--- src/rtl/mem_access_unit.sv ---
// rtl/mem_access_unit.sv - load/store unit: lane placement, load extension, req/ack sequencing
module mem_access_unit #(
  parameter int TIMEOUT = 255
) (
  input  logic        clk,
  input  logic        rst,
  input  logic        start,
  input  logic        is_store,
  input  logic [1:0]  size,
  input  logic        is_unsigned,
  input  logic [31:0] addr,
  input  logic [31:0] wdata,
  output logic        busy,
  output logic        done,
  output logic [31:0] rdata,
  output logic        misaligned,
  output logic        bus_err,
  output logic        mem_req,
  output logic        mem_we,
  output logic [31:0] mem_addr,
  output logic [3:0]  mem_be,
  output logic [31:0] mem_wdata,
  input  logic        mem_ack,
  input  logic [31:0] mem_rdata
);

  typedef enum logic [1:0] {
    S_IDLE  = 2'd0,
    S_REQ   = 2'd1,
    S_DONE  = 2'd2,
    S_FAULT = 2'd3
  } state_t;

  localparam int          CW      = (TIMEOUT > 1) ? $clog2(TIMEOUT + 1) : 1;
  localparam bit          TO_EN   = (TIMEOUT != 0);
  localparam logic [CW-1:0] TO_LAST = CW'((TIMEOUT > 0) ? TIMEOUT - 1 : 0);

  state_t        state_q, state_d;
  logic [CW-1:0] cnt_q, cnt_d;
  logic          err_q, err_d;
  logic [31:0]   rdata_q, rdata_d;

  logic          we_q;
  logic [1:0]    size_q;
  logic          uns_q;
  logic [31:0]   addr_q;
  logic [31:0]   wdata_q;
  logic          latch_en;

  logic          misal_in;
  logic          timeout_hit;
  logic [3:0]    be_w;
  logic [31:0]   wd_w;
  logic [31:0]   shifted_w;
  logic [7:0]    lane_b;
  logic [15:0]   lane_h;
  logic [31:0]   ld_ext;

  assign misal_in = (size == 2'b11) ||
                    ((size == 2'b01) && addr[0]) ||
                    ((size == 2'b10) && (addr[1:0] != 2'b00));

  // Counter holds the number of unacked REQ cycles already completed.
  assign timeout_hit = TO_EN && (cnt_q == TO_LAST);

  always_comb begin
    be_w = 4'b0000;
    wd_w = 32'h0;
    case (size_q)
      2'b00: begin
        be_w = 4'b0001 << addr_q[1:0];
        wd_w = {4{wdata_q[7:0]}};
      end
      2'b01: begin
        be_w = addr_q[1] ? 4'b1100 : 4'b0011;
        wd_w = {2{wdata_q[15:0]}};
      end
      default: begin
        be_w = 4'b1111;
        wd_w = wdata_q;
      end
    endcase
  end

  assign shifted_w = mem_rdata >> {addr_q[1:0], 3'b000};
  assign lane_b    = shifted_w[7:0];
  assign lane_h    = addr_q[1] ? mem_rdata[31:16] : mem_rdata[15:0];

  always_comb begin
    ld_ext = mem_rdata;
    case (size_q)
      2'b00:   ld_ext = {{24{~uns_q & lane_b[7]}}, lane_b};
      2'b01:   ld_ext = {{16{~uns_q & lane_h[15]}}, lane_h};
      default: ld_ext = mem_rdata;
    endcase
  end

  always_comb begin
    state_d  = state_q;
    cnt_d    = cnt_q;
    err_d    = err_q;
    rdata_d  = rdata_q;
    latch_en = 1'b0;
    case (state_q)
      S_IDLE: begin
        cnt_d = '0;
        err_d = 1'b0;
        if (start) begin
          latch_en = 1'b1;
          state_d  = misal_in ? S_FAULT : S_REQ;
        end
      end
      S_REQ: begin
        if (mem_ack) begin
          if (!we_q) begin
            rdata_d = ld_ext;
          end
          state_d = S_DONE;
        end else if (timeout_hit) begin
          err_d   = 1'b1;
          state_d = S_DONE;
        end else begin
          cnt_d = cnt_q + CW'(1);
        end
      end
      S_DONE: begin
        state_d = S_IDLE;
      end
      S_FAULT: begin
        state_d = S_IDLE;
      end
      default: begin
        state_d = S_IDLE;
      end
    endcase
  end

  always_ff @(posedge clk) begin
    if (rst) begin
      state_q <= S_IDLE;
      cnt_q   <= '0;
      err_q   <= 1'b0;
      rdata_q <= 32'h0;
    end else begin
      state_q <= state_d;
      cnt_q   <= cnt_d;
      err_q   <= err_d;
      rdata_q <= rdata_d;
    end
  end

  // Operands are captured once at acceptance so later input changes are invisible.
  always_ff @(posedge clk) begin
    if (rst) begin
      we_q    <= 1'b0;
      size_q  <= 2'b00;
      uns_q   <= 1'b0;
      addr_q  <= 32'h0;
      wdata_q <= 32'h0;
    end else if (latch_en) begin
      we_q    <= is_store;
      size_q  <= size;
      uns_q   <= is_unsigned;
      addr_q  <= addr;
      wdata_q <= wdata;
    end
  end

  assign busy       = (state_q != S_IDLE);
  assign done       = (state_q == S_DONE) || (state_q == S_FAULT);
  assign misaligned = (state_q == S_FAULT);
  assign bus_err    = (state_q == S_DONE) && err_q;
  assign rdata      = rdata_q;

  assign mem_req    = (state_q == S_REQ);
  assign mem_we     = mem_req && we_q;
  assign mem_addr   = mem_req ? {addr_q[31:2], 2'b00} : 32'h0;
  assign mem_be     = mem_req ? be_w : 4'b0000;
  assign mem_wdata  = (mem_req && we_q) ? wd_w : 32'h0;

endmodule

--- config.mk ---
export PLATFORM = sky130hd
export DESIGN_NAME = mem_access_unit
export DESIGN_NICKNAME = d
export VERILOG_FILES = /design/src/rtl/mem_access_unit.sv
export SDC_FILE = /design/constraint.sdc
export NUM_CORES = 1
export LEC_CHECK = 0
export CORE_MARGIN = 1.5
export CORE_UTILIZATION = 40
export CTS_CLUSTER_DIAMETER = 40
export DETAILED_ROUTE_END_ITERATION = 10
export GPL_TIMING_DRIVEN = 1
export PLACE_DENSITY = 0.84
export SYNTH_ARGS = -nofsm -noshare
export SYNTH_HDL_FRONTEND = slang
export SYNTH_SLANG_ARGS = --single-unit
--- constraint.sdc ---
create_clock -name clk -period 1.8 [get_ports clk]
set_input_delay 0.54 -clock clk [delete_from_list [all_inputs] [get_ports clk]]
set_output_delay 0.54 -clock clk [all_outputs]
set_load 0.05 [all_outputs]
==> impl_metrics.py, run 1 <==
# Metrics from the implementation run
metrics = {
    "synth": {
        "async_flop_share_pct": 0,
        "syn_avg_cell_area_um2": 7.69,
        "synth_cell_type_count": 46,
    },
    "job": {
        "maxCapViolCount": 0,
    },
    "cells_and_area": {
        "drive_above_1_share_pct": 38.6,
        "diodes": 0,
        "fill_cells": 792,
    },
    "final_timing": {
        "setup_viol": 81,
        "maxSlewViolCount": 0,
        "postLayoutSetupSlackWorst_ns": -0.322,
    },
    "placed_design": {
        "dp_slack_ns": -0.396,
    },
    "worst_setup_path": {
        "crit_type": "register to primary output",
        "setup.worst_path.start": "size_q[0]",
    },
    "floorplanning": {
        "rows": 42,
        "die-area_um2": 14300,
        "io_pins": 210,
    },
    "clocking": {
        "tritoncts": "built",
        "cts.sinks": 111,
        "htree_num_levels": 3,
    },
    "outcome": {
        "status": "finished with violations",
        "violations": "setup timing",
    },
    "global_routing": {
        "overflow": 0,
    },
    "routing": {
        "first_pass_iters": 5,
    },
}
run 1: Yosys cell counts (all sizes together) (3+ instances only):
cell type / n
a21oi: 95
clkbuf: 35
mux2i: 18
a21o: 14
o22ai: 8
and3: 8
or3: 4
buf: 26
a31oi: 4
nor2b: 17
dfxtp: 111
a211oi: 31
a2111oi: 7
nor2: 59
inv: 10
o21ai: 9
nand3: 6
a22oi: 8
nand2b: 3
nand2: 179
and2: 32
run 1: critical path: stages, from the launching register on:
cell	delay, ns
dfxtp_4	0.38
buf_12	0.15
mux2i_1	0.21
nor2_1	0.08
a21oi_2	0.19
nor2_4	0.06
buf_8	0.15
run 1: through the flow:
step | setup TNS (ns) | instance area, um^2 | hold slack (ns)
detailed placement | -11.17 | 8990 | 0.444
CTS | -14.59 | 9960 | 0.458
global placement | -9.62 | 8990 | 0.437
global route | -17.66 | 10200 | 0.474
finish | -14.83 | 10200 | 0.455
floorplan | -0.0951 | 5860 | 0.432
run 1: registers in the layout (all words and copies together) (netlist names):
signal and count:
state_q 2, rdata 32, addr_q 32, size_q 2, cnt_q 8, err_q 1, wdata_q 32, we_q 1
uns_q 1
run 1: cell families after synthesis:
group | after synthesis | share of synthesized area (%)
AOI/OAI and AO/OA | 185 | 23.0
adders and majority gates | 2 | 0.459
buffers and inverters | 71 | 6.01
DFF | 111 | 40.7
muxes | 20 | 3.72
other | 1 | 0.0687
and+or+nand+nor | 319 | 26.0
run 1: path summary, 6_finish.rpt:
path                   endpoint  cells past startpoint
setup / recovery  mem_wdata[28]                      6
hold / removal       addr_q[18]                      2
setup reg to reg       rdata[1]                      6
hold reg to reg      addr_q[18]                      2
run 1: final cells by class:
cell class	instances	area, um^2	share of cell area, %
clock buffers	14	254	2.49
inverters	10	56.3	0.552
clock inverters	1	5.00	0.0491
flip-flops and latches	111	2240	21.9
repair buffers	288	3620	35.5
multi-input cells	529	3800	37.3
well taps	176	220	2.16
run 1: per-layer routing:
| metal | up-vias | track usage, % |
|---|---|---|
| li1 | 2885 | - |
| met1 | 2979 | 33.6 |
| met2 | 299 | 51.0 |
| met3 | 48 | 7.65 |
| met4 | 0 | 12.5 |
| met5 | - | 0 |
run 1: what timing repair did:
| action | 4_1_cts | 5_1_grt |
|---|---|---|
| endpoints found under the setup margin | 79 | 91 |
| pin swaps | 52 | 19 |
| gates cloned | 5 | 1 |
| buffers inserted | 16 | 10 |
| gates resized | 120 | 56 |
run 1: placed cells by master (no fill, tap or decap), drive strengths merged, types with 3 or more instances in the layout:
cell type        n
nand2          179
clkbuf          14
o22ai            8
clkdlybuf4s50  101
and3             8
a211oi          31
and2            32
nand3            6
or3              4
nand2b           3
mux2i           18
inv              8
nor2            59
a21oi           95
o21ai            9
a21o            14
nor2b           17
a2111oi          7
a22oi            8
o31a             3
dfxtp          111
a31oi            4
buf            184
run 1: where the power goes:
part	internal, mW	total [mW]	switching, mW
Sequential	2.61	2.76	0.154
Combinational	0.938	2.02	1.08
Clock	0.973	1.87	0.902
Total	4.52	6.66	2.14
run_1/congestion_map.png
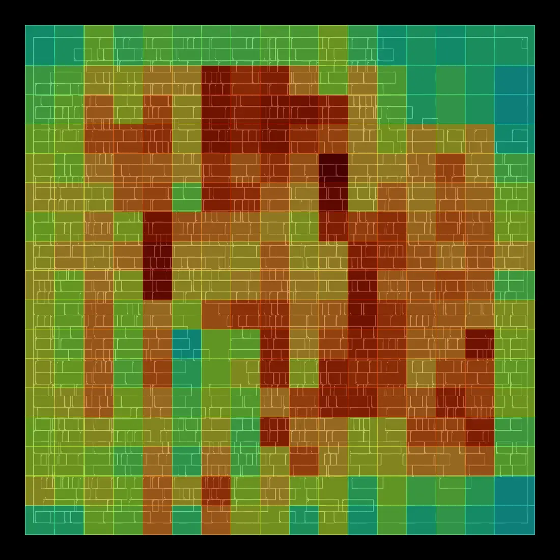
grt met2 use: 51.0%
gr usage total: 29.2%
GR Util met1: 33.6%
WL/cell: 19.3 um

run_1/route_heat.png
(3 px per um) The die is cut into 24 by 24 equal tiles; white is low, dark blue is high, scaled to the fullest tile. Values are wire area over tile area, all layers added.
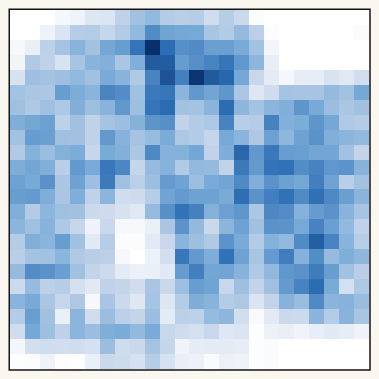
The fullest tile reaches 0.69. 26% of the tiles are over half the peak. 9.2% of the tiles are nearly empty. The emptiest ninth of the die: north-east. The mean over all tiles is 0.25.
routed wire length: 21800 um
Vias: 6211

run_1/closeup.png
Region (45, 21) to (75, 51) um. Cells in gray, sequential cells in the stronger gray; small squares are vias.
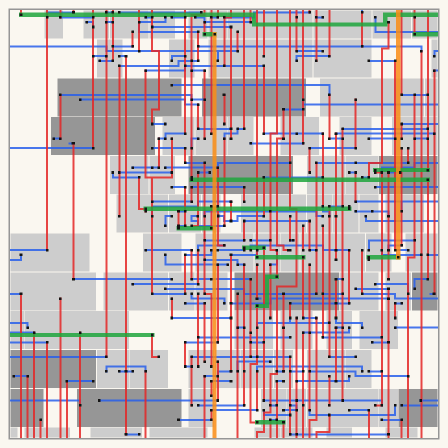
Key: blue = M1; green = M3; orange = M4; red = M2
Sequential cells in the window: 8. Most frequent: buf_4 (8), dfxtp_1 (7). 73 logic cells have their middle in the window. Netlist names of flops here include `cnt_q` (6).

run_1/m4.png
(4 px per um) Supply wires on this layer in gray.
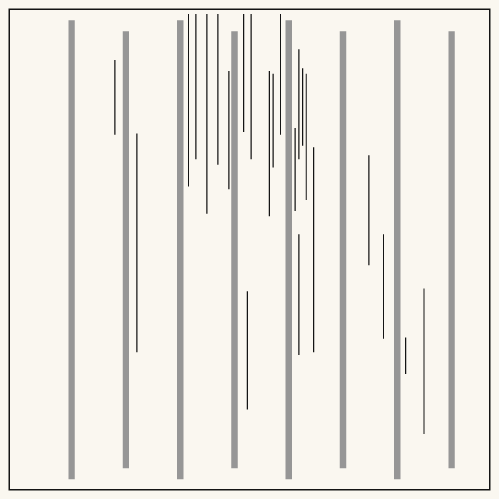
The longest straight run is 54.4 um. The layer holds 3.3% of the routed length. The layer carries 728 um of wire.

==> run 2, diff against run 1 <==
--- a/config.mk
+++ b/config.mk
@@ -11,6 +11,7 @@
 export DETAILED_ROUTE_END_ITERATION = 10
 export GPL_TIMING_DRIVEN = 1
 export PLACE_DENSITY = 0.84
+export SLEW_MARGIN = 20
 export SYNTH_ARGS = -nofsm -noshare
 export SYNTH_HDL_FRONTEND = slang
 export SYNTH_SLANG_ARGS = --single-unit
run_2/congestion_map.png
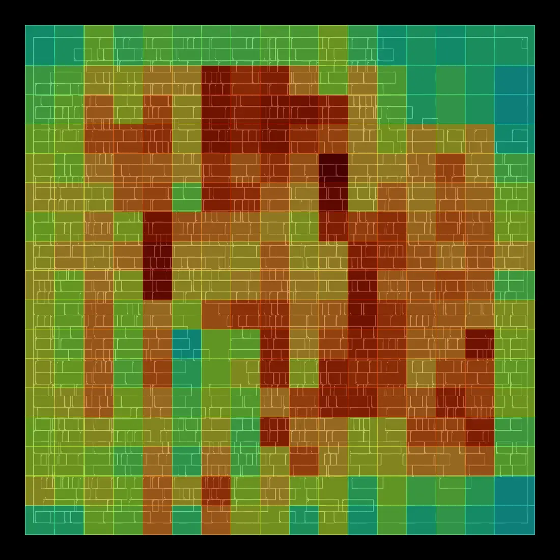
GR Util met3: 7.65%
gr busiest metal: met2
post-layout util: 76.7%

==> run 2 against run 1 <==
Net effect:
- the flow still finishes with violations (setup timing)
- design area stayed put
- via count did not move
- sequential cell count unchanged
- synthesized area stayed put
- die size did not move
- clock power is essentially flat
- routed wire length is the same
- worst hold slack unchanged
- sequential power hardly changed
- total power unchanged
- global-route usage is the same
- critical path type unchanged
- critical endpoint unchanged
- largest cell class unchanged
- highest routed layer unchanged
==> impl_metrics.py, run 2 <==
# Metrics from the implementation run
metrics = {
    "routing": {
        "routed-via-count": 6211,
        "drt_wl_total_um": 21800,
        "first_pass_iters": 5,
        "avgRoutedWirePerCell_um": 19.3,
    },
    "synth": {
        "synth_cell_type_count": 46,
        "yosys-top-cells-count": "nand2_1, dfxtp_1, a21oi_1, nor2_1, clkbuf_1",
        "yosysMostFrequentCell": "nand2_1",
        "async_flop_share_pct": 0,
    },
    "outcome": {
        "violations": "setup timing",
        "status": "finished with violations",
    },
    "worst_setup_path": {
        "slowest_delay_ns": 0.38,
        "worst_path_max_delay_cell": "dfxtp_4",
        "crit_type": "register to primary output",
        "worstPathCellList": "buf_12 > mux2i_1 > nor2_1 > a21oi_2 > nor2_4 > buf_8",
    },
    "final_timing": {
        "setup_viol": 81,
        "postLayoutSetupSlackWorst_ns": -0.322,
        "maxSlewViolCount": 0,
        "worst_hold_slack_ns": 0.455,
    },
    "clocking": {
        "cts.sinks": 111,
        "htree_num_levels": 3,
        "tritoncts": "built",
    },
    "floorplanning": {
        "rows": 42,
    },
    "cells_and_area": {
        "fill_cells": 792,
        "ff_latch_area_um2": 2240,
    },
    "global_routing": {
        "track_usage_pct": 29.2,
        "overflow": 0,
    },
    "job": {
        "maxCapViolCount": 0,
    },
}
run_2/gates.png
(4 px per um)
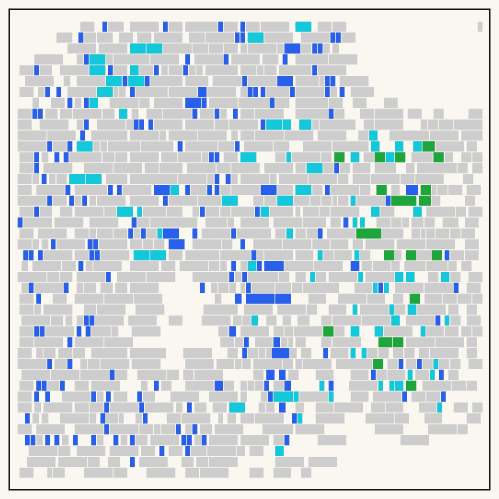
Key: green = non-inverting ao/oa cells [cells 19, where east]; blue = nand cells [cells 190]; cyan = nor cells [cells 78, where spread over the die]
Commonest Layout Cell: nand2_1
post-route insts no fill: 1129
Comb area share: 37.3%

-- run 2: cell counts after synthesis --
Identical to the previous run, type by type.
-- run 2: cells by family (layout without fill, tap and decap cells) --
kind of cell | after synthesis | after routing | share of synthesized area, %
compound gates | 185 | 186 | 23.0
simple gates | 319 | 319 | 26.0
flops | 111 | 111 | 40.7
buf+inv | 71 | 313 | 6.01
mux | 20 | 20 | 3.72
other cells | 1 | 2 | 0.0687
fa+ha+maj | 2 | 2 | 0.459
-- run 2: area by class of cell --
cell class	count	area share [%]
Clock buffer	14	2.49
Clock inverter	1	0.0491
Inverter	10	0.552
Multi-Input combinational cell	529	37.3
Sequential cell	111	21.9
Tap cell	176	2.16
Timing Repair Buffer	288	35.5
-- run 2: critical path: cells and delay by family (launching register included) --
kind,cells,cell delay [ns]
AOI/OAI and AO/OA,1,0.19
buffers and inverters,2,0.30
DFF,1,0.38
and+or+nand+nor,2,0.14
muxes,1,0.21
-- run 2: what timing repair did --
item / 4_1_cts / 5_1_grt
setup endpoints to repair: 79 / 91
pin swaps: 52 / 19
endpoints found under the hold margin: 0 / 0
gates resized: 120 / 56
cloned: 5 / 1
buffers inserted: 16 / 10
-- run 2: final timing paths --
kind              start             to  slack [ns]  cells after the start
min reg2reg  addr_q[18]     addr_q[18]        0.45                      2
max           size_q[0]  mem_wdata[28]       -0.32                      6
max reg2reg   size_q[1]       rdata[1]       -0.05                      6
min          addr_q[18]     addr_q[18]        0.45                      2
-- run 2: metal layers --
metal	wire length, um	vias to the layer above	share of wire [%]	GRT usage (%)
met2	11100	299	51	51.0
met1	8350	2979	38	33.6
li1	-	2885	-	-
met4	728	0	3.3	12.5
met5	0	-	0	0
met3	1660	48	7.6	7.65
-- run 2: per-stage QoR --
stage / worst slack, ns / total power, mW / cell area, um^2 / cells / setup TNS, ns
after floorplan: -0.00956 / 3.68 / 5860 / 710 / -0.0951
after global placement: -0.380 / 4.41 / 8990 / 1090 / -9.62
after detailed placement: -0.396 / 4.45 / 8990 / 1090 / -11.17
after CTS: -0.302 / 6.56 / 9960 / 1126 / -14.59
after global routing: -0.350 / 6.90 / 10200 / 1129 / -17.66
final: -0.322 / 6.66 / 10200 / 1129 / -14.83
-- run 2: report_power, final --
part	switching, mW	internal [mW]
Clock	0.902	0.973
Combinational	1.08	0.938
Sequential	0.154	2.61
Total	2.14	4.52
Power and IR drop assume default switching activity.
